**Sequential cells grouped by signal name**

Drawn at 4 px/um. Other sequential cells in the stronger gray, the rest of the logic in the fainter gray.
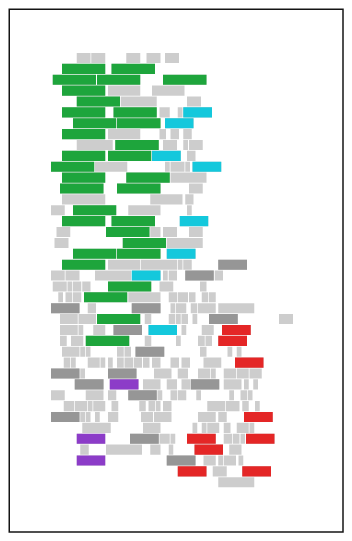
**Cell density map**

Drawn at 3 px/um. The die is cut into 8 by 13 equal tiles; white is low, dark blue is high, 0 to 100% covered.
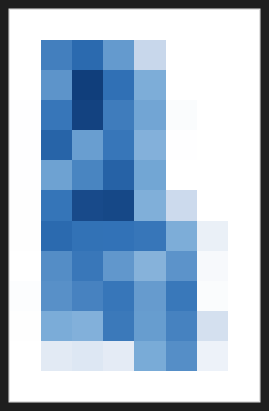
**Routed metal, one color a layer**

Drawn at 4 px/um.
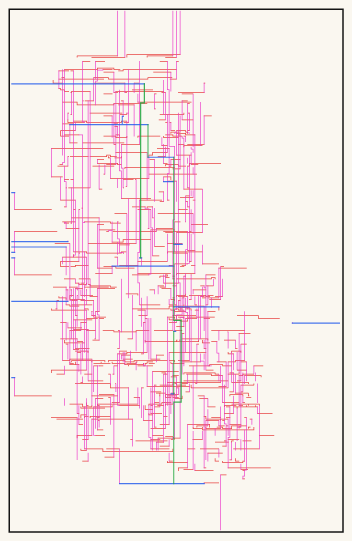
**Met4 routing**

Drawn at 4 px/um. Supply wires on this layer in gray. Cells faint in the background.
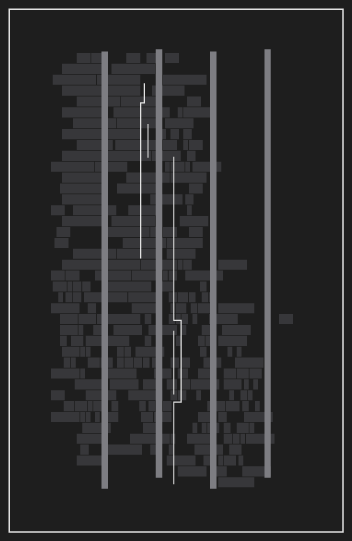
**Clock routing**

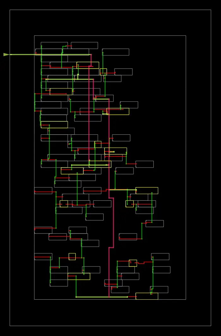
[src/rtl/uart_tx_buffered.sv]
// uart_tx_buffered: byte FIFO feeding an 8N1 UART transmitter
// Ports:
//   clk        system clock, rising edge
//   rst        synchronous active-high reset
//   TX         byte to push, sampled with start_TX
//   start_TX   push strobe, accepted when TX_ready=1
//   TX_ready   registered !full of the byte FIFO
//   serial_out UART line, idle high, driven from a flop
//   busy       frame on the line or FIFO non-empty
//   overflow   sticky, set by a push attempted while TX_ready=0
module uart_tx_buffered #(
   parameter int CLK_HZ     = 50000000,
   parameter int BAUD       = 115200,
   parameter int FIFO_DEPTH = 4
) (
   input  logic       clk,
   input  logic       rst,
   input  logic [7:0] TX,
   input  logic       start_TX,
   output logic       TX_ready,
   output logic       serial_out,
   output logic       busy,
   output logic       overflow
);
   localparam int CPB = CLK_HZ / BAUD;
   localparam int AW  = $clog2(FIFO_DEPTH);
   localparam int BW  = $clog2(CPB);
   generate
      if (CPB < 2 || FIFO_DEPTH < 2 || (FIFO_DEPTH & (FIFO_DEPTH - 1)) != 0) begin : g_bad_cfg
         $error("uart_tx_buffered: CLKS_PER_BIT must be >= 2 and FIFO_DEPTH a power of 2 >= 2");
      end
   endgenerate
   typedef enum logic [1:0] {IDLE, START, DATA, STOP} state_t;
   state_t        state_q, state_d;
   logic [7:0]    mem_q [FIFO_DEPTH];
   logic [AW-1:0] wr_q, rd_q;
   logic [AW:0]   cnt_q, cnt_d;
   logic [BW-1:0] baud_q, baud_d;
   logic [2:0]    bit_q, bit_d;
   logic [7:0]    shift_q, shift_d;
   logic          ready_q, ser_q, busy_q, ovf_q;
   logic          push, pop, empty, tick;
   assign empty      = cnt_q == '0;
   assign tick       = baud_q == BW'(CPB - 1);
   assign push       = start_TX & ready_q;
   assign cnt_d      = cnt_q + (AW+1)'(push) - (AW+1)'(pop);
   assign TX_ready   = ready_q;
   assign serial_out = ser_q;
   assign busy       = busy_q;
   assign overflow   = ovf_q;
   // IDLE and end of STOP both load the next byte, so queued frames run back to back
   always_comb begin
      state_d = state_q;
      baud_d  = baud_q + 1'b1;
      bit_d   = bit_q;
      shift_d = shift_q;
      pop     = 1'b0;
      case (state_q)
         IDLE: begin
            baud_d = '0;
            if (!empty) begin
               pop     = 1'b1;
               shift_d = mem_q[rd_q];
               state_d = START;
            end
         end
         START: if (tick) begin
            baud_d  = '0;
            bit_d   = '0;
            state_d = DATA;
         end
         DATA: if (tick) begin
            baud_d  = '0;
            shift_d = shift_q >> 1;
            bit_d   = bit_q + 3'd1;
            state_d = bit_q == 3'd7 ? STOP : DATA;
         end
         default: if (tick) begin
            baud_d = '0;
            if (!empty) begin
               pop     = 1'b1;
               shift_d = mem_q[rd_q];
               state_d = START;
            end else begin
               state_d = IDLE;
            end
         end
      endcase
   end
   always_ff @(posedge clk)
      if (push) mem_q[wr_q] <= TX;
   // line and busy are registered from the current state, so they move together
   always_ff @(posedge clk) begin
      if (rst) begin
         state_q <= IDLE;
         wr_q    <= '0;
         rd_q    <= '0;
         cnt_q   <= '0;
         baud_q  <= '0;
         bit_q   <= '0;
         shift_q <= '0;
         ready_q <= 1'b1;
         ser_q   <= 1'b1;
         busy_q  <= 1'b0;
         ovf_q   <= 1'b0;
      end else begin
         state_q <= state_d;
         baud_q  <= baud_d;
         bit_q   <= bit_d;
         shift_q <= shift_d;
         cnt_q   <= cnt_d;
         if (push) wr_q <= wr_q + 1'b1;
         if (pop) rd_q <= rd_q + 1'b1;
         ready_q <= cnt_d != (AW+1)'(FIFO_DEPTH);
         ser_q   <= state_q == START ? 1'b0 : state_q == DATA ? shift_q[0] : 1'b1;
         busy_q  <= state_q != IDLE || !empty;
         ovf_q   <= ovf_q | (start_TX & ~ready_q);
      end
   end
endmodule
[config.mk]
export PLATFORM = sky130hd
export DESIGN_NAME = uart_tx_buffered
export DESIGN_NICKNAME = d
export VERILOG_FILES = /design/src/rtl/uart_tx_buffered.sv
export SDC_FILE = /design/constraint.sdc
export NUM_CORES = 1
export LEC_CHECK = 0
export CAP_MARGIN = 30
export CORE_ASPECT_RATIO = 1.75
export CORE_MARGIN = 10
export CORE_UTILIZATION = 40
export DETAILED_ROUTE_END_ITERATION = 10
export GPL_ROUTABILITY_DRIVEN = 0
export PLACE_DENSITY = 0.68
export SYNTH_ARGS = -nofsm -noshare
export SYNTH_HDL_FRONTEND = slang
export SYNTH_SLANG_ARGS = --single-unit
[constraint.sdc]
create_clock -name clk -period 4.2 [get_ports clk]
set_input_delay 0.63 -clock clk [delete_from_list [all_inputs] [get_ports clk]]
set_output_delay 0.63 -clock clk [all_outputs]
set_load 0.01 [all_outputs]
==> out/results.ini <==
[final_timing]
finalHoldViolCount=0
skew_ps=3.39

[die]
initial_core_util=0.409

[critical_path]
worst-r2r-cell-count=11
r2r-end=TX_ready
path_buffers=1
crit_chain=inv_1 -> ha_1 -> and4b_1 -> a31oi_1 -> nor2_1 -> xnor2_1 -> ha_1 -> fa_1 -> xnor2_1 -> nor2_1 -> nand2_1
cp-start-kind=flop
cpPeakStageDelay_ps=410
crit_start=baud_q[1]

[clocking]
root_buffer=clkbuf_16
h-tree-depth=3
cts_setup_buffers=0

[power_and_ir_drop]
vdd_drop_max_mv=0.345

[layout]
final-clk-cell-share=0.0922

[logic_synthesis]
yosysSeqAreaShare=0.597
edf_count=32
floorplan.nets=247

[detailed_routing]
drc=0

[run_status]
outcome=finished clean

Back to the opening pictures, 'sequential cells grouped by signal name':
- cnt_q: purple (placed flops 3)
- baud_q: red (placed flops 9)
- shift_q: cyan (placed flops 8)
- mem_q: green (placed flops 32)
- not colored: 15

Back to the opening pictures, 'cell density map':
- emptiest ninth of the die: north-east
- mean over tiles: 30%
- densest ninth of the die: center

Back to the opening pictures, 'routed metal, one color a layer':
- M2: magenta (wire length 2560 um)
- M3: blue (wire length 171 um)
- M4: green (wire length 154 um)
- M1: red (wire length 1800 um)

Back to the opening pictures, 'met4 routing':
- main direction: vertical
- wire length on this layer: 154 um
- longest straight run: 40.8 um
- share of all routed wire: 3.3%

Back to the opening pictures, 'clock routing':
Skew-Pair Late Insertion Delay: 330 ps
Seq cells: 67

==> per-layer routing <==
layer | vias to the layer above | global-route usage | wire length (um)
met3 | 12 | 0.0343 | 171
met4 | 0 | 0.0694 | 153
met1 | 802 | 0.0841 | 1800
li1 | 835 | - | -
met5 | - | 0 | 0
met2 | 20 | 0.171 | 2560
==> kinds of logic after synthesis <==
| kind of cell | Yosys count | share of synthesized area |
|---|---|---|
| flops | 67 | 0.597 |
| mux | 16 | 0.0936 |
| fa+ha+maj | 14 | 0.0657 |
| buf+inv | 18 | 0.0279 |
| compound gates | 33 | 0.0684 |
| simple gates | 63 | 0.112 |
| xor+xnor | 11 | 0.0346 |
==> where the power goes <==
group,internal [mW],switching [mW]
Combinational,0.269,0.275
Sequential,0.797,0.0820
Clock,0.461,0.285
No activity file was given, so power comes from the tool's default toggle rates.
